Fig. 1: run 1, placement by cell class
The bar under the picture is 20 µm long.
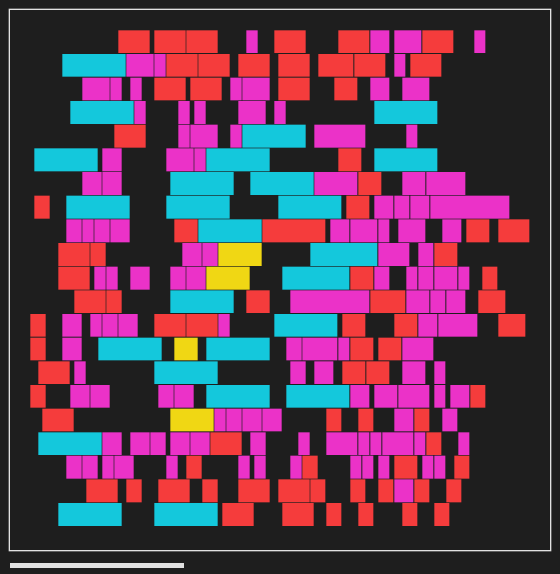
Fig. 2: run 1, power grid
Pins as bars on the die edge. Tap cells in grey.
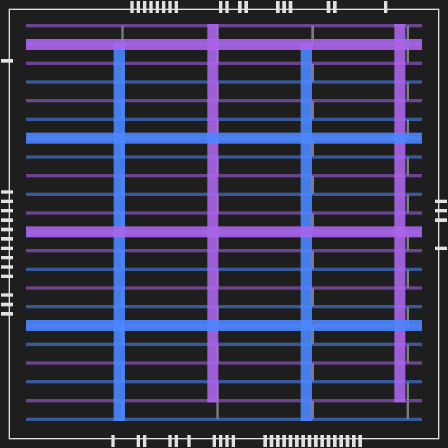
Fig. 3: run 1, gate families picked out
The bar under the picture is 20 µm long.
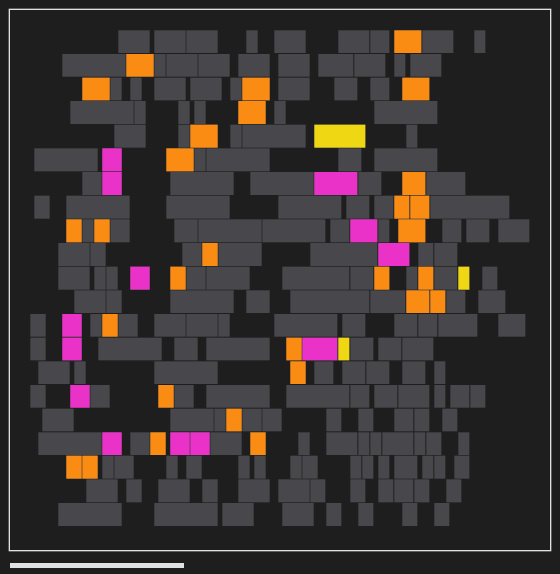
## src/rtl/sram_ctrl.sv

```systemverilog
// sram_ctrl: sequences one read/write request into precharge, word-line, write-drive and sense phases of a 6T SRAM array.
// Optional macro SRAM_CTRL_WRITE_VERIFY_EN adds a read-back pass after every write and reports mismatches on verify_err.
module sram_ctrl #(
    parameter int AW      = 4,
    parameter int DW      = 8,
    parameter int PRE_CYC = 1,
    parameter int WL_CYC  = 2
) (
    input  logic                clk,
    input  logic                rst,
    input  logic                req_valid,
    output logic                req_ready,
    input  logic                req_we,
    input  logic [AW-1:0]       req_addr,
    input  logic [DW-1:0]       req_wdata,
    output logic                rsp_valid,
    output logic [DW-1:0]       rsp_rdata,
    output logic                verify_err,
    output logic                pre_en,
    output logic [(2**AW)-1:0]  wl,
    output logic                bl_drv_en,
    output logic [DW-1:0]       bl_wdata,
    output logic                sae,
    input  logic [DW-1:0]       sa_data
);
    localparam int ROWS    = 2 ** AW;
    localparam int MAX_CYC = (PRE_CYC > WL_CYC) ? PRE_CYC : WL_CYC;
    localparam int CW      = $clog2(MAX_CYC) + 1;
    localparam logic [CW-1:0] PRE_LOAD = CW'(PRE_CYC - 1);
    localparam logic [CW-1:0] WL_LOAD  = CW'(WL_CYC - 1);

    typedef enum logic [1:0] {
        S_IDLE = 2'd0,
        S_PRE  = 2'd1,
        S_ACC  = 2'd2,
        S_REC  = 2'd3
    } state_t;

    state_t          state_q, state_d;
    logic [CW-1:0]   cnt_q, cnt_d;
    logic            we_q, we_d;
    logic [AW-1:0]   addr_q, addr_d;
    logic [DW-1:0]   wdata_q, wdata_d;
    logic [DW-1:0]   rdata_q, rdata_d;
    logic            last_cyc;
    logic            read_pass;
    logic            drive;

    // Handshake: a request transfers on a rising edge where req_valid && req_ready;
    // req_ready is high only in IDLE outside reset, so inputs are don't-care otherwise.
    assign req_ready = (state_q == S_IDLE) && !rst;
    assign last_cyc  = (cnt_q == '0);

`ifdef SRAM_CTRL_WRITE_VERIFY_EN
    logic vpass_q, vpass_d;
    logic verr_q, verr_d;

    assign read_pass = !we_q || vpass_q;
    assign drive     = (state_q == S_ACC) && we_q && !vpass_q;
`else
    assign read_pass = !we_q;
    assign drive     = (state_q == S_ACC) && we_q;
`endif

    always_comb begin
        state_d = state_q;
        cnt_d   = cnt_q;
        we_d    = we_q;
        addr_d  = addr_q;
        wdata_d = wdata_q;
        rdata_d = rdata_q;
`ifdef SRAM_CTRL_WRITE_VERIFY_EN
        vpass_d = vpass_q;
        verr_d  = verr_q;
`endif
        case (state_q)
            S_IDLE: begin
                if (req_valid && req_ready) begin
                    we_d    = req_we;
                    addr_d  = req_addr;
                    wdata_d = req_wdata;
                    cnt_d   = PRE_LOAD;
                    state_d = S_PRE;
`ifdef SRAM_CTRL_WRITE_VERIFY_EN
                    vpass_d = 1'b0;
                    verr_d  = 1'b0;
`endif
                end
            end
            S_PRE: begin
                if (last_cyc) begin
                    cnt_d   = WL_LOAD;
                    state_d = S_ACC;
                end else begin
                    cnt_d = cnt_q - CW'(1);
                end
            end
            S_ACC: begin
                if (last_cyc) begin
                    // Sense amps resolve during the sae cycle; capture on the edge that ends it.
                    if (read_pass) begin
                        rdata_d = sa_data;
                    end
`ifdef SRAM_CTRL_WRITE_VERIFY_EN
                    if (we_q && !vpass_q) begin
                        vpass_d = 1'b1;
                        cnt_d   = PRE_LOAD;
                        state_d = S_PRE;
                    end else begin
                        if (vpass_q) begin
                            verr_d = (sa_data != wdata_q);
                        end
                        cnt_d   = '0;
                        state_d = S_REC;
                    end
`else
                    cnt_d   = '0;
                    state_d = S_REC;
`endif
                end else begin
                    cnt_d = cnt_q - CW'(1);
                end
            end
            S_REC: begin
                cnt_d   = '0;
                state_d = S_IDLE;
            end
            default: begin
                cnt_d   = '0;
                state_d = S_IDLE;
            end
        endcase
    end

    always_comb begin
        pre_en    = (state_q == S_PRE);
        wl        = '0;
        if (state_q == S_ACC) begin
            wl[addr_q] = 1'b1;
        end
        bl_drv_en = drive;
        bl_wdata  = drive ? wdata_q : '0;
        sae       = (state_q == S_ACC) && read_pass && last_cyc;
        rsp_valid = (state_q == S_REC);
        rsp_rdata = rdata_q;
`ifdef SRAM_CTRL_WRITE_VERIFY_EN
        verify_err = (state_q == S_REC) && verr_q;
`else
        verify_err = 1'b0;
`endif
    end

    always_ff @(posedge clk) begin
        if (rst) begin
            state_q <= S_IDLE;
            cnt_q   <= '0;
            we_q    <= 1'b0;
            addr_q  <= '0;
            wdata_q <= '0;
            rdata_q <= '0;
`ifdef SRAM_CTRL_WRITE_VERIFY_EN
            vpass_q <= 1'b0;
            verr_q  <= 1'b0;
`endif
        end else begin
            state_q <= state_d;
            cnt_q   <= cnt_d;
            we_q    <= we_d;
            addr_q  <= addr_d;
            wdata_q <= wdata_d;
            rdata_q <= rdata_d;
`ifdef SRAM_CTRL_WRITE_VERIFY_EN
            vpass_q <= vpass_d;
            verr_q  <= verr_d;
`endif
        end
    end

endmodule

```

## config.mk

```make
export PLATFORM = sky130hd
export DESIGN_NAME = sram_ctrl
export DESIGN_NICKNAME = d
export VERILOG_FILES = /design/src/rtl/sram_ctrl.sv
export SDC_FILE = /design/constraint.sdc
export NUM_CORES = 1
export LEC_CHECK = 0
export CAP_MARGIN = 0
export CORE_MARGIN = 2
export CORE_UTILIZATION = 37
export CTS_BUF_LIST = sky130_fd_sc_hd__clkbuf_8
export DETAILED_ROUTE_END_ITERATION = 10
export GPL_ROUTABILITY_DRIVEN = 0
export MAX_ROUTING_LAYER = met4
export PLACE_DENSITY_LB_ADDON = 0.15
export SLEW_MARGIN = 5
export SYNTH_ARGS = -nofsm -noshare
export SYNTH_HDL_FRONTEND = slang
export SYNTH_SLANG_ARGS = --single-unit
```

## constraint.sdc

```tcl
create_clock -name clk -period 1.85 [get_ports clk]
set_clock_uncertainty 0.05 [all_clocks]
set_input_delay 0.4625 -clock clk [delete_from_list [all_inputs] [get_ports clk]]
set_output_delay 0.4625 -clock clk [all_outputs]
set_load 0.01 [all_outputs]
```

==> run summary, run 1 <==
Status on the layout run. Counting flops with an async set or reset pin after synthesis yields a share of 0. Per the run summary, max-cap violations total 0. After detailed routing, the total wire length is 3300 µm. Total number of vias landed at 1307. For reference, the most critical setup path is categorized as flip-flop to primary output.

STA puts the critical path data arrival time at 1.49 ns. Per the detail_route report, DRC violations left total 0. The global routing report lists met3 layer usage as 0.0308.

Number of endpoints failing setup at the final stage landed at 11. Per the synthesis report, the simple-gate share of the synthesized area is 0.342. Area of the mapped netlist landed at 1250 µm². The critical path's slowest stage uses the library cell sky130_fd_sc_hd__or3b_4. Of the total synthesized cell area, the portion taken by AND-OR and OR-AND cells is 0.151.

Unique cell type count in the Yosys netlist landed at 29. In the CTS report, the clock slew at the register clock pins of the worst setup and hold paths is listed as 0.09 ns. 119 cells are multi-input combinational gates.

On the critical path the largest part of the delay comes from simple AND/OR/NAND/NOR gates. For this floorplan the total number of well-tap instances is 46. The critical path contains buffers and inverters numbering 2 combined. The checks that failed: setup timing. The cell count after synthesis came out at 157.

Setup slack of the critical path after layout landed at -0.156 ns. The launch point of the worst register-to-register path is recorded as state_q[0]. The flow ran to the end, but the final reports show violations.

The share of total power dissipated in the clock network is 0.153. Starting utilization of the core area landed at 0.381. Of the total power, combinational logic draws 0.485. Number of non-clock inverters in the layout landed at 3. Looking at the gate-level netlist, the highest instance count belongs to sky130_fd_sc_hd__nand2_1. In this run the number of cells on the critical path is 5. Post-synthesis mux area share landed at 0.

Total CTS buffers landed at 3. Per the detail_route log, the uppermost layer with routed signals is met4.
-- Fig. 1 (at the start) --
legend:
  flip-flops:
    colour: cyan
    cells: 25
    share_of_their_area: 26%
  other buffers and delay cells:
    colour: red
    cells: 78
    share_of_their_area: 32%
  all other logic:
    colour: magenta
    cells: 122
    share_of_their_area: 39%
  clock drivers and dummy loads:
    colour: yellow
    cells: 4
    share_of_their_area: 2.5%
fin util: 0.604
CORE AREA: 3280 µm²
number of core rows: 21
area of all placed cells without fillers: 1980 µm²
register fraction of the total cell area: 0.253

-- Fig. 2 (at the start) --
legend:
  VDD:
    colour: purple
  VSS:
    colour: blue
rows: 21
signal pins: 62
met4 straps: 4
met1 rails: 22
tap cells: 46

-- Fig. 3 (at the start) --
legend:
  AND and OR gates:
    colour: magenta
    cells: 13
  inverting AOI/OAI gates:
    colour: orange
    cells: 29
  inverters:
    colour: yellow
    cells: 3
most common library cell in the layout ignoring fill and taps: sky130_fd_sc_hd__clkdlybuf4s50_1
multi-input combinational area share: 0.368
count of non-filler cells in the finished layout: 275

==> run 2: changes to the inputs <==
- SLEW_MARGIN: 5 -> 10
Fig. 4: run 2, clock wiring as the flow saved it
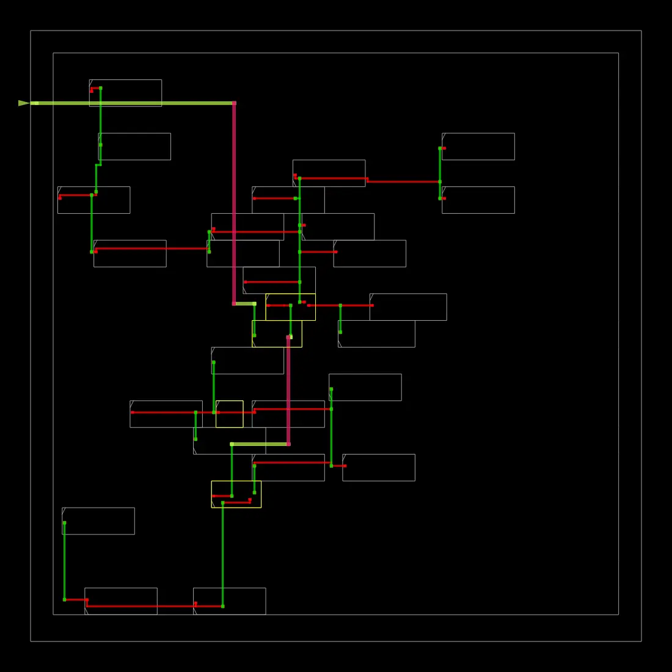
CTS Buf Count: 3
insertion delay of the later-clocked pin in the worst-skew pair: 0.26 ns
CLK BUF: 3
count of clock tree sinks: 25

Fig. 5: run 2, placement by cell class
The bar under the picture is 20 µm long.
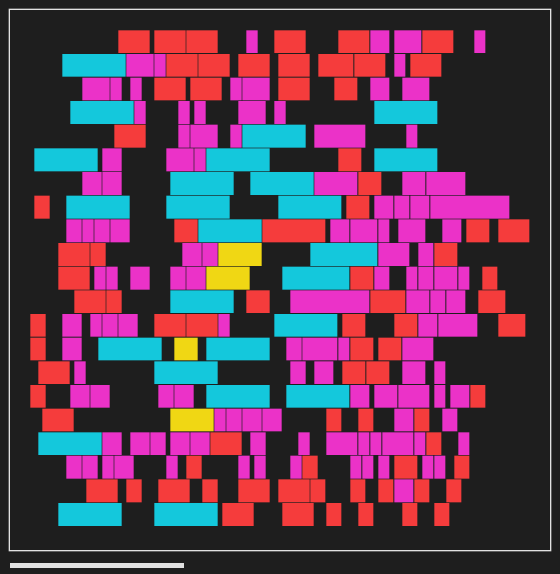

==> run 2 against run 1 <==
Net effect: the flow still finishes with violations (setup timing); count of clock-buffer cells in the layout stayed put; sequential power hardly changed; clock power hardly changed; final cell count stayed put; first-iteration DRC count stayed put; fmax stayed put; synthesized area stayed put; register-to-register slack hardly changed; critical path depth stayed put; critical endpoint unchanged; highest routed layer unchanged.
==> run summary, run 2 <==
Status on the layout run. Share of synthesized registers carrying an async set or reset landed at 0 (unchanged). The data arrival time of the critical path is 1.49 ns (about the same). The count of inserted tapcells came to 46 (unchanged).

Broken down by cell family, the worst path's largest delay share belongs to simple AND/OR/NAND/NOR gates. The unique cell type count in the Yosys netlist was 29 (unchanged). Multi-input combinational gate total landed at 119 (unchanged).

Critical path depth in cells landed at 5 (unchanged). Max-capacitance violation count landed at 0 (unchanged). Post-CTS clock slew at the launch and capture registers of the worst setup and hold paths landed at 0.09 ns (about the same). The final reports fail on setup timing.

Among logic cells in the layout, the one with the most instances is sky130_fd_sc_hd__clkdlybuf4s50_1. The flow ran to the end, but the final reports show violations. The combined buffer and inverter count along the critical path was 2 (unchanged). Signal routing reaches up to met4. The number of endpoints failing setup at the final stage is 11 (unchanged).

The most frequently used library cell after synthesis is sky130_fd_sc_hd__nand2_1. The simple logic cell fraction of the synthesized area is 0.342 (unchanged). Site row count landed at 21 (unchanged).

The DRC violation count after routing came to 0 (unchanged). The share of cell area taken by flip-flops and latches was 0.253 (unchanged). The starting utilization of the core area is 0.381 (unchanged). Among all stages on the critical path, the largest delay is contributed by sky130_fd_sc_hd__or3b_4. The total number of vias was 1307 (unchanged). Setup slack of the critical path after layout landed at -0.156 ns (unchanged). Post-synthesis mux area share landed at 0 (unchanged).
Fig. 6: run 2, gate families picked out
The bar under the picture is 20 µm long.
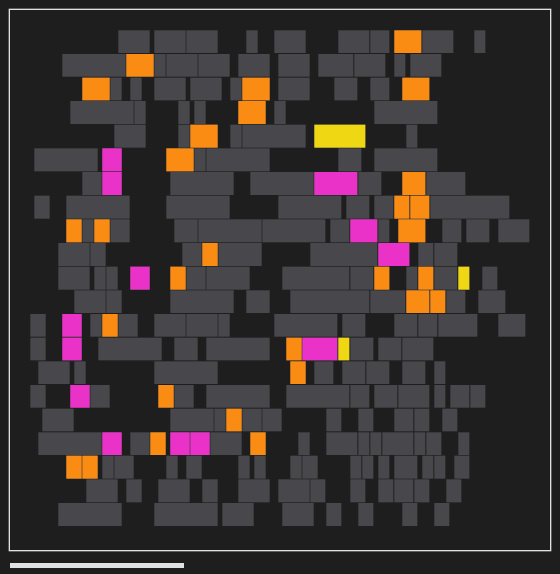

==> run 3: changes to the inputs <==
- PLACE_DENSITY_LB_ADDON: 0.15 -> 0.12
Fig. 7: run 3, gate families picked out
The bar under the picture is 20 µm long.
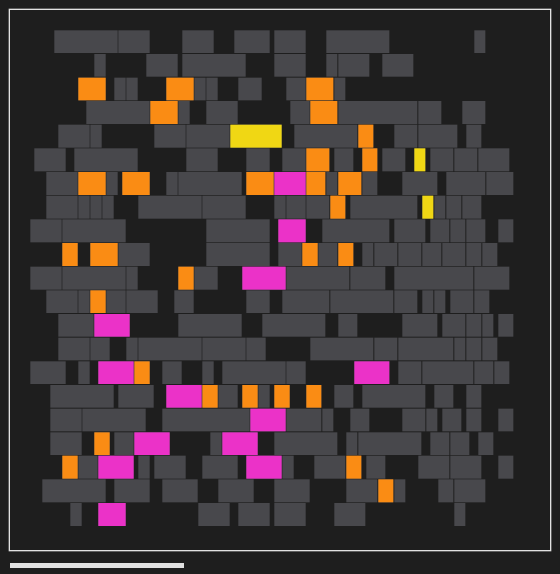
legend:
  inverting AOI/OAI gates:
    colour: orange
    cells: 29
  AND and OR gates:
    colour: magenta
    cells: 13
  inverters:
    colour: yellow
    cells: 3
multi-input combinational area share: 0.361
count of non-filler cells in the finished layout: 284

==> run 3 against run 2 <==
Net effect: total power up 10%; highest routed layer unchanged; clock power is 1% lower; the run still ends with setup timing left; utilization increased by 7.3 points; critical path type unchanged.
==> run summary, run 3 <==
Status on the layout run. The checks that failed: setup timing. Critical path depth in cells landed at 5 (unchanged). Among logic cells in the layout, the one with the most instances is sky130_fd_sc_hd__clkdlybuf4s50_1. The setup slack of the critical path after layout was -0.169 ns (-0.0127 ns).

The number of sinks handled by clock tree synthesis came to 25 (unchanged). The combined buffer and inverter count along the critical path is 3 (+1). The count of inserted tapcells is 46 (unchanged). The max-capacitance violation count came to 0 (unchanged). The post-synthesis mux area share came to 0 (unchanged). The total CTS buffers came to 3 (unchanged). The number of endpoints failing setup at the final stage is 26 (+15). Broken down by cell family, the worst path's largest delay share belongs to simple AND/OR/NAND/NOR gates. Site row count landed at 21 (unchanged). Signal nets in the final route climb as high as met4. On the critical path, the stage with the largest delay is an instance of sky130_fd_sc_hd__or4b_4. The synthesis stats list as the most numerous cell sky130_fd_sc_hd__nand2_1. Multi-input combinational gate total landed at 119 (unchanged). Starting utilization of the core area landed at 0.381 (unchanged). Deepest clock path buffer count landed at 2. For this run, the share of the core covered by cells in the final layout is 0.677. Share of cell area taken by flip-flops and latches landed at 0.226 (-0.0272). Clock latency at the later pin of the worst-skew pair landed at 0.26 ns (about the same). The total number of vias is 1345 (+2.9%). Data arrival time of the critical path landed at 1.51 ns (+0.02 ns). The DRC violation count after routing came to 0 (unchanged). The flow ran to the end, but the final reports show violations. The share of synthesized registers carrying an async set or reset came to 0 (unchanged).

The simple logic cell fraction of the synthesized area is 0.342 (unchanged).
Fig. 8: run 3, power grid
Pins as bars on the die edge. Tap cells in grey.
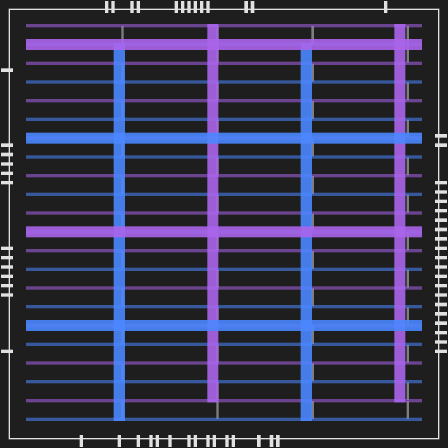
peak supply drop: 0.477 mV
Die H: 62.1 µm

No activity file was given, so power comes from the tool's default toggle rates.
